Figure 1. Metal layers overlaid.
Scale bar: 50 um. Two of the layers only.
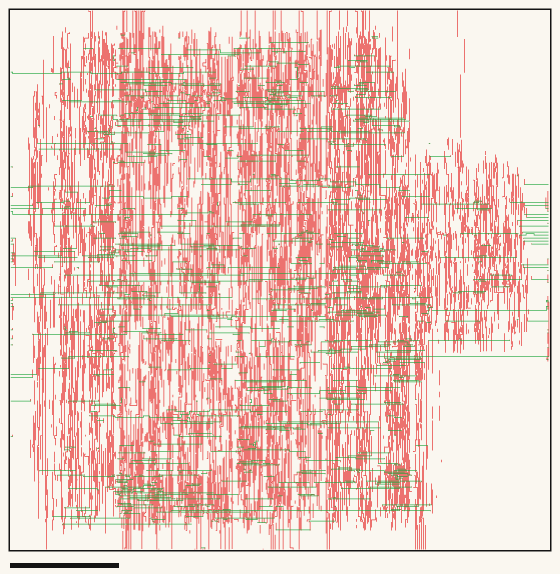
Figure 2. PDN straps and rails.
Scale bar: 50 um. Pins as bars on the die edge. Tap cells in grey.
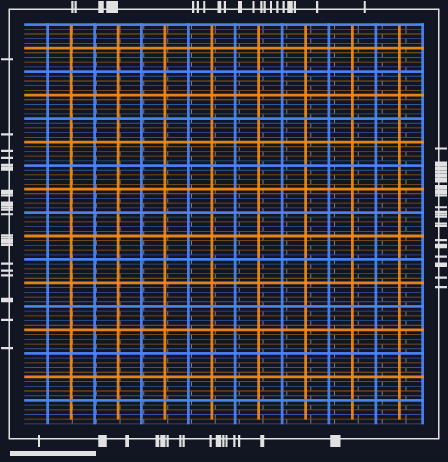
Figure 3. Clock wires, drivers and flops.
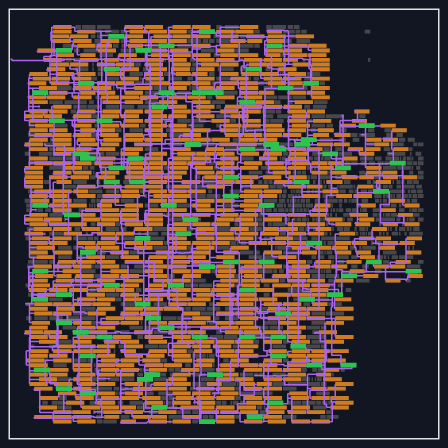
Figure 4. Placed standard cells.
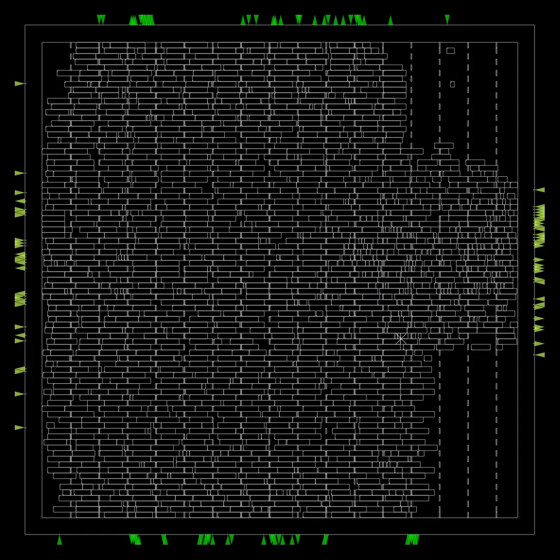
Figure 5. Cell classes on the final placement.
Scale bar: 50 um.
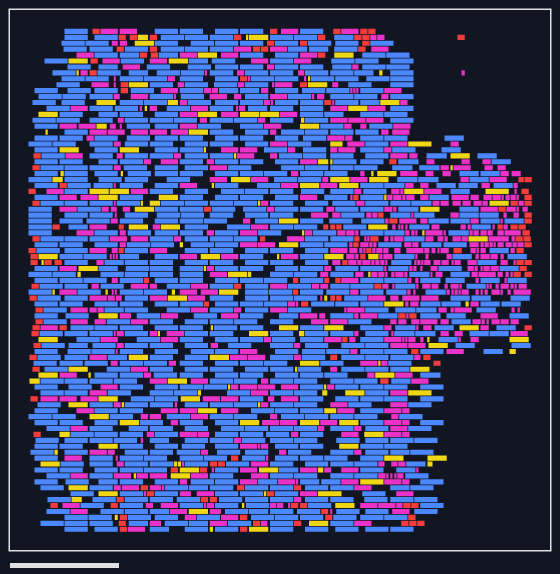
==> config.mk <==
export PLATFORM = sky130hd
export DESIGN_NAME = return_addr_stack_flat
export DESIGN_NICKNAME = d
export VERILOG_FILES = /design/src/rtl/return_addr_stack_if.sv /design/src/rtl/return_addr_stack.sv /design/src/flat_wrapper.sv
export SDC_FILE = /design/constraint.sdc
export NUM_CORES = 1
export LEC_CHECK = 0
export ABC_AREA = 0
export ABC_CLOCK_PERIOD_IN_PS = 11100
export CORE_MARGIN = 8
export CORE_UTILIZATION = 65
export DETAILED_ROUTE_END_ITERATION = 7
export PLACE_DENSITY = 0.95
export RECOVER_POWER = 50
export SLEW_MARGIN = 20
export SYNTH_ARGS = -nofsm -noshare
export SYNTH_HDL_FRONTEND = slang
export SYNTH_SLANG_ARGS = --single-unit
==> constraint.sdc <==
create_clock -name clk -period 11.1 [get_ports clk]
set_input_delay 1.665 -clock clk [delete_from_list [all_inputs] [get_ports clk]]
set_output_delay 1.665 -clock clk [all_outputs]
set_load 0.01 [all_outputs]
==> results.ini <==
[sta]
tightest_slew_ps = 2910
hold-worst-slack_ps = 481
finalHoldViolCount = 0
clock.fmax_mhz = 202
timing.final.crit_share = 0.446
setup_viol = 0
max_slew_margin = -0.951
fin_skew_ps = 37.8
finalCriticalPeriod_ps = 4950
rsz0062_at_grt = false
setup_ws_ps = 6150
final.setup.tns_ps = 0
slew_viol_final = 58

[logic_synthesis]
ys_seq_share = 0.755
avgSynthCellArea_um2 = 21.3
syn-instance-count = 1642
flop_cell = edfxtp_1
top_area_cell = edfxtp_1
topCellsByArea = edfxtp_1 (66%), mux4_2 (14%), dfrtp_1 (6.8%), mux2i_1 (3.0%), dfstp_2 (2.7%)
synthDominantCellAreaShare = 0.660
ys_warn_count = 0
synth_cell_types = 50
yosysCellCount = 1642
synth-edff-count = 768
ys.flops = 899
fp_nets = 1708
synthArstFlopShare = 0.146
syn_area_um2 = 34900
synth_chip_area_um2 = 34900

[placement]
numPortBuffers = 119
place_area_um2 = 36900
place_ws_ps = 5540
place.gp.congestion = 0.762
dp.cells = 2386
hpwl_um = 43500

[clock_tree]
cts_hold_buf = 0
cts_tree = built
post_cts.repair.setup_buffers = 0
htree_levels = 3
cts_root_buf = clkbuf_16
clkTransAtPathRegs_ps = 60
cts_num_sinks = 899
clockBufferDepth = 3
cts_buffers = 87
cts_resized = 0

[hold_path]
hold_depth = 2
min_path_type = reg -> reg

[route]
routed_via_density = 7.18
antenna_left = 0
firstDrtPassIters = 8
drcViolationCount = 1
dr.first_iter.drc_count = 2441

[flow_run]
drv_cap = 1
warnings = 27

[layout]
largest_register_ffs = 768
nets = 1845
drive_above_1_share = 0.267
syn_to_final_growth_pct = 13.7
lay_top_count = edfxtp_1
final_cell_mix = edfxtp_1 (768), mux4_2 (210), mux2i_1 (105), dfrtp_1 (95), clkbuf_16 (89)

[global_routing]
grt_first_pass_wirelength_um = 128000
grt_antenna_before_repair = 6
grt-ovfl-total = 0
grt_max_degree = 76
grt_pass1_vias = 18800

[floorplanning]
fp_util = 0.653
die_w_um = 248
ios = 120
dieArea_um2 = 61400

[run_status]
violations = design-rule violations, max-capacitance violations, max-slew violations
outcome = finished, violations left

[critical_path]
cp-start-kind = input port
worst_r2r_path_depth = 6
cp_max_fo = 25
worst-setup-path-type = in -> reg
arrival_ps = 5220
regToRegSetupSlack_ps = 6630
cp-end-kind = flip-flop
required_ps = 11370

[power_and_ir_drop]
pwr-share-clk = 0.315
p_int_mw = 6.64
seq_power_share = 0.457
p_leak_nw = 13.4
top_power_group = registers
switchingPower_mw = 2.63
p_seq_mw = 4.23
vdd_drop_max_v = 0.000183
total_power_mw = 9.27
switching_share = 0.284
comb_power_mw = 2.12
pwr-share-comb = 0.228
p_per_area_nw_per_um2 = 233

Back to the opening pictures, Figure 1:
met2: in red, wire length 44.7 mm. met3: in green, wire length 8,480 um.
DR vias: 18,300
routed len/inst: 34.1 um
GR Util All Layers: 0.288
Total Routed Length: 87,000 um

Back to the opening pictures, Figure 2:
VDD: in orange. VSS: in blue.
17 straps on met4. 696 tap cells. 17 straps on met5. 86 met1 rails follow the rows. 120 signal pins sit on the boundary.
core area: 53,500 um2
chip height: 248 um

Back to the opening pictures, Figure 3:
clock wires: in purple, length 10,300 um. flip-flops: in orange, count 899. cells driving clock nets: in green, count 87.
Position of the flops: all over the die.
Clk. pwr: 2.92 mW
Worst-Skew Late Latency: 660 ps

Back to the opening pictures, Figure 4:
Finished Layout Cells: 2,551
n_taps: 696
Final Util: 0.742
Fill cells: 2,610
registers: 899

Back to the opening pictures, Figure 5:
clock drivers and dummy loads: in yellow, cells 162. all other logic: in magenta, cells 644. flip-flops: in blue, cells 899. other buffers and delay cells: in red, cells 147.
fraction of area in registers: 0.665
num rows: 85
post-route cell area: 39,700 um2

-- cell families after synthesis --
| group | count (synthesis) | share of synthesized area |
|---|---|---|
| adder cells (fa/ha/maj) | 5 | 0.00179 |
| multiplexers | 369 | 0.183 |
| XOR/XNOR | 9 | 0.00226 |
| AND/OR/NAND/NOR | 143 | 0.0182 |
| buffers and inverters | 108 | 0.0141 |
| flip-flops | 899 | 0.755 |
| AND-OR/OR-AND | 109 | 0.0254 |
-- cells in the mapped netlist (2+ instances only) --
master    number
a211oi_1       2
a21oi_1        7
a221oi_1       2
a22oi_1        4
a31oi_1        3
and3_1         2
buf_1          8
buf_2         24
buf_4          5
buf_6          5
clkbuf_1      57
dfrtp_1       95
dfstp_2       36
edfxtp_1     768
ha_1           5
inv_1          7
inv_2          2
mux2_2        54
mux2i_1      105
mux4_2       210
nand2_1       84
nand2b_1       2
nand3_1        4
nand3b_1       4
nor2_1        23
nor2b_1        3
nor3_1         8
nor3b_1        5
o21ai_0       31
o221ai_1      38
o221ai_2      10
o22a_1         2
or2_2          3
xnor2_1        8
-- layer usage --
metal,wire length (um),share of wire,vias to the layer above,global-route usage
met4,3830,0.044,6,0.118
met5,34,0.00039,-,0
met1,30000,0.34,9560,0.364
met3,8480,0.097,259,0.0613
li1,-,-,7059,-
met2,44700,0.51,1433,0.488
-- worst max-delay path: stages --
cell,delay (ps)
clkdlybuf4s50_1,760
nand2_1,490
nor2_1,440
o21ai_1,390
nor2_4,860
buf_4,570
-- layout make-up --
type	count	area, um2
fill	2610	13800
antenna	3	7.51
clock buffer	126	2470
tap	696	871
multi-input combinational	635	8190
inverter	9	40.0
sequential	899	26400
timing repair buffer	147	1420
clock inverter	36	330
Power is estimated from default activity; no workload was simulated.
